[config.mk]
export PLATFORM = sky130hd
export DESIGN_NAME = instr_mem_loader
export DESIGN_NICKNAME = d
export VERILOG_FILES = /design/src/rtl/loader_pkg.sv /design/src/rtl/byte_packer.sv /design/src/rtl/instr_mem_loader.sv
export SDC_FILE = /design/constraint.sdc
export NUM_CORES = 1
export LEC_CHECK = 0
export CORE_MARGIN = 2
export CORE_UTILIZATION = 30
export DETAILED_ROUTE_END_ITERATION = 8
export SYNTH_ARGS = -nofsm -noshare
export SYNTH_HDL_FRONTEND = slang
export SYNTH_SLANG_ARGS = --single-unit
[constraint.sdc]
create_clock -name clk -period 5 [get_ports clk]
set_clock_uncertainty 0.2 [all_clocks]
set_input_delay 1 -clock clk [delete_from_list [all_inputs] [get_ports clk]]
set_output_delay 1 -clock clk [all_outputs]
set_load 0.005 [all_outputs]
[src/rtl/loader_pkg.sv]
// Shared types and sizing for the instruction-memory loader.
package loader_pkg;

  typedef enum logic [2:0] {
    StIdle,
    StHdr0,
    StHdr1,
    StData,
    StWrite,
    StChk,
    StDone
  } loader_state_t;

  localparam int unsigned HDR_BYTES      = 2;
  localparam int unsigned BYTES_PER_WORD = 4;

endpackage

[src/rtl/byte_packer.sv]
// Assembles BYTES_PER_WORD stream bytes into one little-endian word.
module byte_packer
  import loader_pkg::*;
(
  input  logic                        clk,
  input  logic                        rst,
  input  logic                        clear,
  input  logic                        accept,
  input  logic [7:0]                  byte_in,
  output logic [8*BYTES_PER_WORD-1:0] word,
  output logic                        last_lane
);

  localparam int unsigned LaneW = $clog2(BYTES_PER_WORD);

  logic [LaneW-1:0]            lane_q;
  logic [8*BYTES_PER_WORD-1:0] word_q;

  always_ff @(posedge clk) begin
    if (rst) begin
      lane_q <= '0;
      word_q <= '0;
    end else if (clear) begin
      lane_q <= '0;
    end else if (accept) begin
      lane_q <= lane_q + LaneW'(1);
      // Shift in from the top so the first byte lands in lane 0.
      word_q <= {byte_in, word_q[8*BYTES_PER_WORD-1:8]};
    end
  end

  assign word      = word_q;
  assign last_lane = (lane_q == LaneW'(BYTES_PER_WORD - 1));

endmodule

[src/rtl/instr_mem_loader.sv]
// Byte-stream program loader writing 32-bit words into instruction memory.
// Define LOADER_CHECKSUM_EN to add the trailing XOR checksum byte and error flag.
module instr_mem_loader
  import loader_pkg::*;
#(
  parameter int unsigned     WIDTH     = 32,
  parameter logic [WIDTH-1:0] BASE_ADDR = 32'hBFC00000
) (
  input  logic             clk,
  input  logic             rst,
  input  logic             start,
  input  logic [7:0]       byte_in,
  input  logic             byte_valid,
  output logic             byte_ready,
  output logic             we,
  output logic [WIDTH-1:0] waddr,
  output logic [WIDTH-1:0] wdata,
  output logic             busy,
  output logic             done,
  output logic             error
);

  loader_state_t state_q, state_d;
  logic [15:0]      count_q, count_d;
  logic [15:0]      idx_q, idx_d;
  logic [WIDTH-1:0] addr_q, addr_d;
  logic             done_q, done_d;
  logic             accept, pk_clear, last_lane, to_final;
  logic [8*BYTES_PER_WORD-1:0] word;

  assign accept = byte_valid && byte_ready;

  byte_packer u_packer (
    .clk       (clk),
    .rst       (rst),
    .clear     (pk_clear),
    .accept    (accept && (state_q == StData)),
    .byte_in   (byte_in),
    .word      (word),
    .last_lane (last_lane)
  );

  always_comb begin
    state_d    = state_q;
    count_d    = count_q;
    idx_d      = idx_q;
    addr_d     = addr_q;
    done_d     = done_q;
    byte_ready = 1'b0;
    we         = 1'b0;
    busy       = 1'b1;
    pk_clear   = 1'b0;
    to_final   = 1'b0;
    unique case (state_q)
      StIdle, StDone: begin
        busy = 1'b0;
        if (start) begin
          state_d  = StHdr0;
          done_d   = 1'b0;
          pk_clear = 1'b1;
        end
      end
      StHdr0: begin
        byte_ready = 1'b1;
        if (byte_valid) begin
          count_d[7:0] = byte_in;
          state_d      = StHdr1;
        end
      end
      StHdr1: begin
        byte_ready = 1'b1;
        if (byte_valid) begin
          count_d[15:8] = byte_in;
          idx_d         = '0;
          addr_d        = BASE_ADDR;
          if ({byte_in, count_q[7:0]} == 16'd0) to_final = 1'b1;
          else                                  state_d  = StData;
        end
      end
      StData: begin
        byte_ready = 1'b1;
        if (byte_valid && last_lane) state_d = StWrite;
      end
      StWrite: begin
        we     = 1'b1;
        idx_d  = idx_q + 16'd1;
        addr_d = addr_q + WIDTH'(BYTES_PER_WORD);
        if (idx_q == count_q - 16'd1) to_final = 1'b1;
        else                          state_d  = StData;
      end
      StChk: begin
        byte_ready = 1'b1;
        if (byte_valid) begin
          state_d = StDone;
          done_d  = 1'b1;
        end
      end
      default: state_d = StIdle;
    endcase
    if (to_final) begin
`ifdef LOADER_CHECKSUM_EN
      state_d = StChk;
`else
      state_d = StDone;
      done_d  = 1'b1;
`endif
    end
  end

  always_ff @(posedge clk) begin
    if (rst) begin
      state_q <= StIdle;
      count_q <= '0;
      idx_q   <= '0;
      addr_q  <= '0;
      done_q  <= 1'b0;
    end else begin
      state_q <= state_d;
      count_q <= count_d;
      idx_q   <= idx_d;
      addr_q  <= addr_d;
      done_q  <= done_d;
    end
  end

  assign waddr = addr_q;
  assign wdata = WIDTH'(word);
  assign done  = done_q;

`ifdef LOADER_CHECKSUM_EN
  logic [7:0] xor_q;
  logic       error_q;

  always_ff @(posedge clk) begin
    if (rst) begin
      xor_q   <= '0;
      error_q <= 1'b0;
    end else if (start && (state_q == StIdle || state_q == StDone)) begin
      xor_q   <= '0;
      error_q <= 1'b0;
    end else if (accept) begin
      if (state_q == StChk) error_q <= (byte_in != xor_q);
      else                  xor_q   <= xor_q ^ byte_in;
    end
  end

  assign error = error_q;
`else
  assign error = 1'b0;
`endif

endmodule

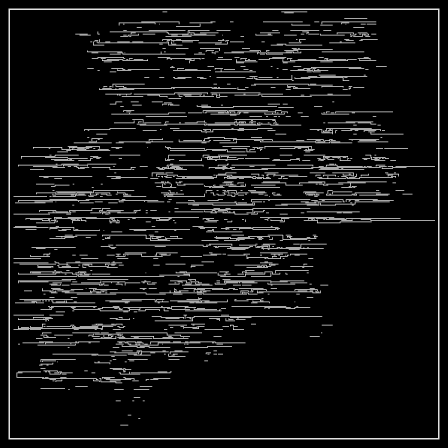
run_1/m1.png
645 nets have wire on it. The layer carries 6,210 um of wire. The wires run mostly horizontal. The longest straight run is 39.1 um.
Total Wirelength: 12,700 um
GRT met1 Usage: 20.7%
vias post-DR: 4,359

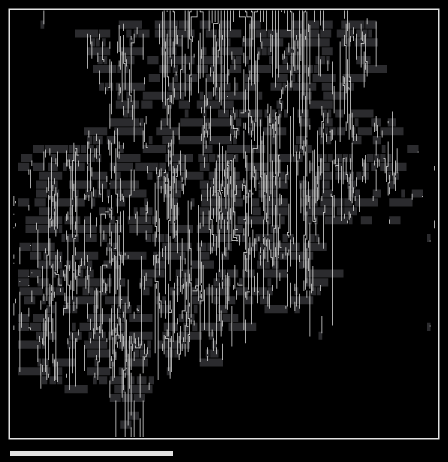
run_1/m2.png
Scale bar: 50 um. Cells faint in the background.
The layer carries 5,870 um of wire. 523 nets have wire on it. The layer holds 46% of the routed length. The longest straight run is 52.7 um.
met2 GRT Util: 23.3%

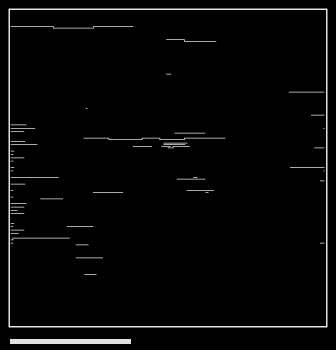
run_1/m3.png
Scale bar: 50 um.
The wires run mostly horizontal. The layer carries 436 um of wire. 48 nets have wire on it.
M3 GR Usage: 3.18%

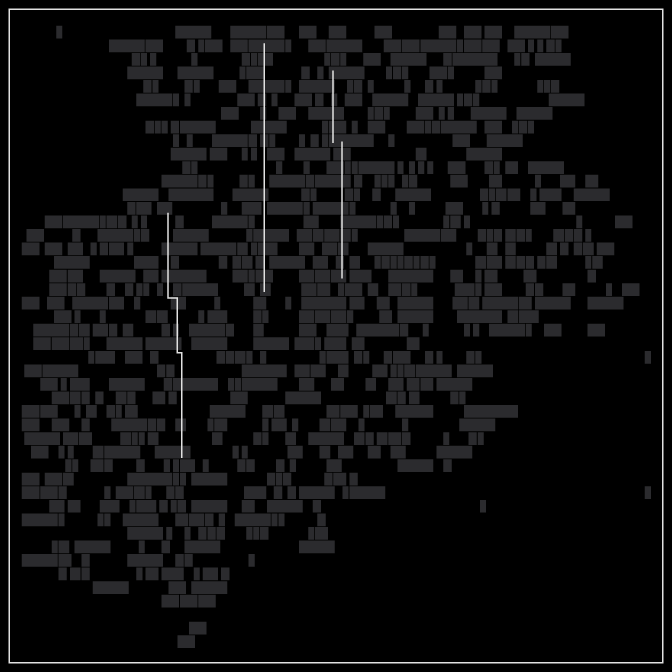
run_1/m4.png
Cells faint in the background.
2 nets have wire on it. The layer carries 143 um of wire. The longest straight run is 49.6 um.

==> Slide: Implementation Results, run 1 <==
Run Summary

Finish
  • Flop share of the area: about a third
  • Layout area overhead: 25.0%
  • Clock buf count: 11
  • Most numerous logic cell after layout: nand2_1
  • Nonclk buf count: between 80 and 90
  • Fraction of area in multi-input gates: 43.6%
  • Final Cell Area: 6040 sq um
  • Antenna diode count: 0
  • Largest cell class by area: multi-input combinational cells
  • Fillers: 1,631
  • Clock network area share: 4.64%
  • Max FFs per register: 32
  • Most frequent cells in the layout: 131 x nand2_1, 100 x dfxtp_1, 84 x a21oi_1, 76 x clkdlybuf4s50_1, 49 x nor2_1
  • Layout cells sized above 1: around 4%
  • Non-Filler Instances: 898
  • Multi-input logic area: between 2000 and 3000 sq um

Critical path
  • CP max FO: 16
  • CP endpoint: we
  • CP Depth: 4
  • CP top delay family: buffers and inverters
  • R2R setup slack: 2.25 ns
  • Max incr delay on CP: 0.55 ns
  • Crit-path slowest cell: clkdlybuf4s50_1
  • Reg2Reg Depth: 7
  • CP bufs+invs: 3
  • Crit-path cells: or3b_1 -> buf_4 -> inv_2 -> clkdlybuf4s50_1

Clock network
  • Clock-pin slew on the worst setup and hold paths: approximately 0.06 ns
  • Number of clock sinks: about 100
  • CTS Buffer Depth: 2
  • CTS resizes: 0

Synth
  • Average cell area after synthesis: 7.76 sq um
  • Yosys warning tally: 0
  • Post-synth top area cell: dfxtp_1
  • Number of standard cells reported by yosys: 623
  • Share of flip-flops with an asynchronous set or reset: 0%
  • Synth top area share: 41.4%
  • Top-count cell post-synth: nand2_1
  • Synth top area cells: dfxtp_1 41%, nand2_1 10%, a21oi_1 8.7%
  • Cell Type Count: 58
  • Gate Count Post-Synth: 623
  • Area fraction in xor and xnor cells: 5.43%
  • Mux area share: between 2 and 3%
  • Post-synth seq share: 41.4%

Route
  • Detail Route Antenna Nets: 0
  • Wl on met1: between 6000 and 7000 um
  • Met3 wire length: 436 um
  • Vias per cell: 4.85
  • Residual DRC: 0
  • Routed length per instance: about 14 um
  • Drt pass-1 iters: 4

Placement
  • Detailed Place HPWL: between 8000 and 9000 um
  • Routability cong.: approximately 0.8
  • Cells after DPL: 885
  • Cell Area, Placed: 5760 sq um

Pwr
  • VDD IR max: ~0.23 mV
  • Internal cell power: 1450 uW
  • Seq pwr: 907 uW
  • Pleak: 0.00202 uW
  • Design Power: 2080 uW
  • Clk pwr share: between 30% and 40%
  • Clock net power: between 600 and 700 uW

STA
  • Hold WS: approximately 0.25 ns
  • Headroom to the max-slew limit: 48.2%
  • Slew @ Worst Pin: 0.771 ns
  • Period utilization: 69.4%
  • Minimum clock period: 3.47 ns
  • Hold Vio Cnt, Final: 0

Run
  • Max-Cap Viols: 0

Die
  • # IOs: 81
  • Core Rows: 46
  • Area of the core: 15,800 sq um
  • Die H: 131 um
  • Die Wd: 131 um

Run status
  • Status: finished, final reports clean

Worst hold path
  • HP Class: register to register

GRT
  • Total grt overflow: 0
run_1/congestion_map.png
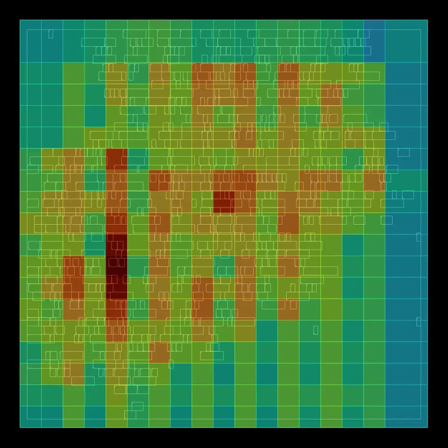

--- run 2 (diff from run 1) ---
clock period = 3.4 ns   (was 5 ns; I/O delays follow)
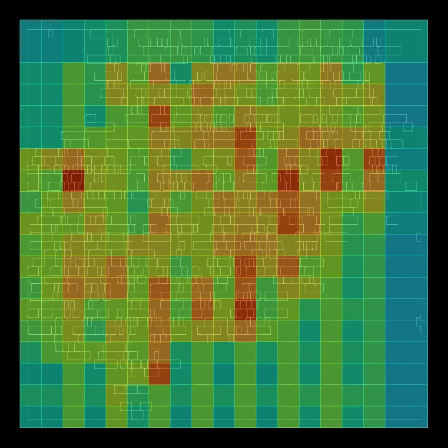
run_2/congestion_map.png
layer with the highest usage: met2
Util after Layout: 38.5%
met2 GRT Util: 22.7%
GRT met1 Usage: 22.0%

==> Slide: Implementation Results, run 2 <==
Run Summary

Run status
  • Status: finished, final reports clean

Synth
  • Synth top area cells: dfxtp_1 41%, nand2_1 10%, a21oi_1 8.7%
  • Area fraction in xor and xnor cells: 5.43% (unchanged)
  • Gate Count Post-Synth: 623 (unchanged)
  • Share of flip-flops with an asynchronous set or reset: 0% (unchanged)
  • Synth top area share: 41.4% (unchanged)
  • Number of standard cells reported by yosys: 623 (unchanged)
  • Yosys warning tally: 0 (unchanged)
  • Post-synth seq share: 41.4% (unchanged)
  • Post-synth top area cell: dfxtp_1
  • Average cell area after synthesis: 7.76 sq um (unchanged)
  • Top-count cell post-synth: nand2_1
  • Mux area share: 2.51% (unchanged)

Finish
  • Multi-input logic area: 2630 sq um (unchanged)
  • Fillers: 1,617 (-0.86%)
  • Flop share of the area: 32.8% (-0.29 points)
  • Layout cells sized above 1: 5.50% (+1.4 points)
  • Clock buf count: 9 (-2)
  • Final Cell Area: 6100 sq um (+0.87%)
  • Antenna diode count: 0 (unchanged)
  • Clock network area share: 4.72% (+0.083 points)
  • Fraction of area in multi-input gates: 43.2% (-0.38 points)
  • Max FFs per register: 32 (unchanged)
  • Most frequent cells in the layout: 131 x nand2_1, 100 x dfxtp_1, 84 x a21oi_1, 76 x clkdlybuf4s50_1, 49 x nor2_1
  • Largest cell class by area: multi-input combinational cells
  • Most numerous logic cell after layout: nand2_1
  • Non-Filler Instances: 907 (+1.0%)

Die
  • # IOs: 81 (unchanged)
  • Area of the core: 15,800 sq um (unchanged)
  • Core Rows: 46 (unchanged)
  • Die Wd: 131 um (unchanged)

Run
  • Max-Cap Viols: 0 (unchanged)

Route
  • Residual DRC: 0 (unchanged)
  • Wl on met1: 6350 um (+2.3%)
  • Routed length per instance: 14.2 um (+0.53%)
  • Vias per cell: 4.90 (+0.87%)
  • Total Wirelength: 12,900 um (+1.5%)
  • Drt pass-1 iters: 4 (unchanged)
  • Detail Route Antenna Nets: 0 (unchanged)
  • Met3 wire length: 570 um (+31%)

Placement
  • Cell Area, Placed: 5810 sq um (+0.78%)
  • Cells after DPL: 891 (+0.68%)
  • Routability cong.: 0.823 (+4.2%)
  • Detailed Place HPWL: 9020 um (+4.3%)

Critical path
  • CP top delay family: buffers and inverters
  • CP endpoint: we
  • CP Depth: 3 (-1)
  • Crit-path cells: or3b_1 -> inv_2 -> clkdlybuf4s50_1
  • Crit-path slowest cell: or3b_1
  • CP max FO: 12 (-4)
  • CP bufs+invs: 2 (-1)
  • R2R setup slack: 0.68 ns (-1.57 ns)

STA
  • Period utilization: 87.0%
  • Slew @ Worst Pin: 0.736 ns (-0.0349 ns)
  • Hold Vio Cnt, Final: 0 (unchanged)
  • Hold WS: 0.256 ns (+0.00265 ns)
  • Headroom to the max-slew limit: 50.7% (+2.5 points)
  • Minimum clock period: approximately 3 ns

Clock network
  • CTS Buffer Depth: 2 (unchanged)
  • CTS resizes: 0 (unchanged)
  • Clock-pin slew on the worst setup and hold paths: 0.07 ns (about the same)

Pwr
  • Clock net power: 992 uW (+44%)
  • Pleak: 0.00205 uW (+1.6%)
  • Internal cell power: 2080 uW (+43%)
  • Seq pwr: 1320 uW (+46%)
  • Design Power: 3060 uW (+47%)

GRT
  • Total grt overflow: 0 (unchanged)
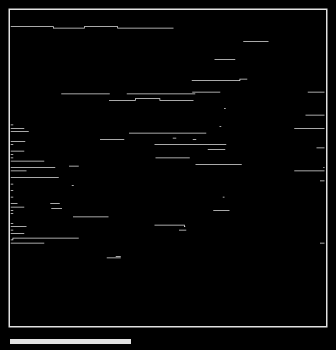
run_2/m3.png
Scale bar: 50 um.
The layer holds 4.4% of the routed length. The longest straight run is 31.7 um. The layer carries 570 um of wire. 53 nets have wire on it. The wires run mostly horizontal.
vias post-DR: 4,441
M3 GR Usage: 3.91%

No activity file was given, so power comes from the tool's default toggle rates.
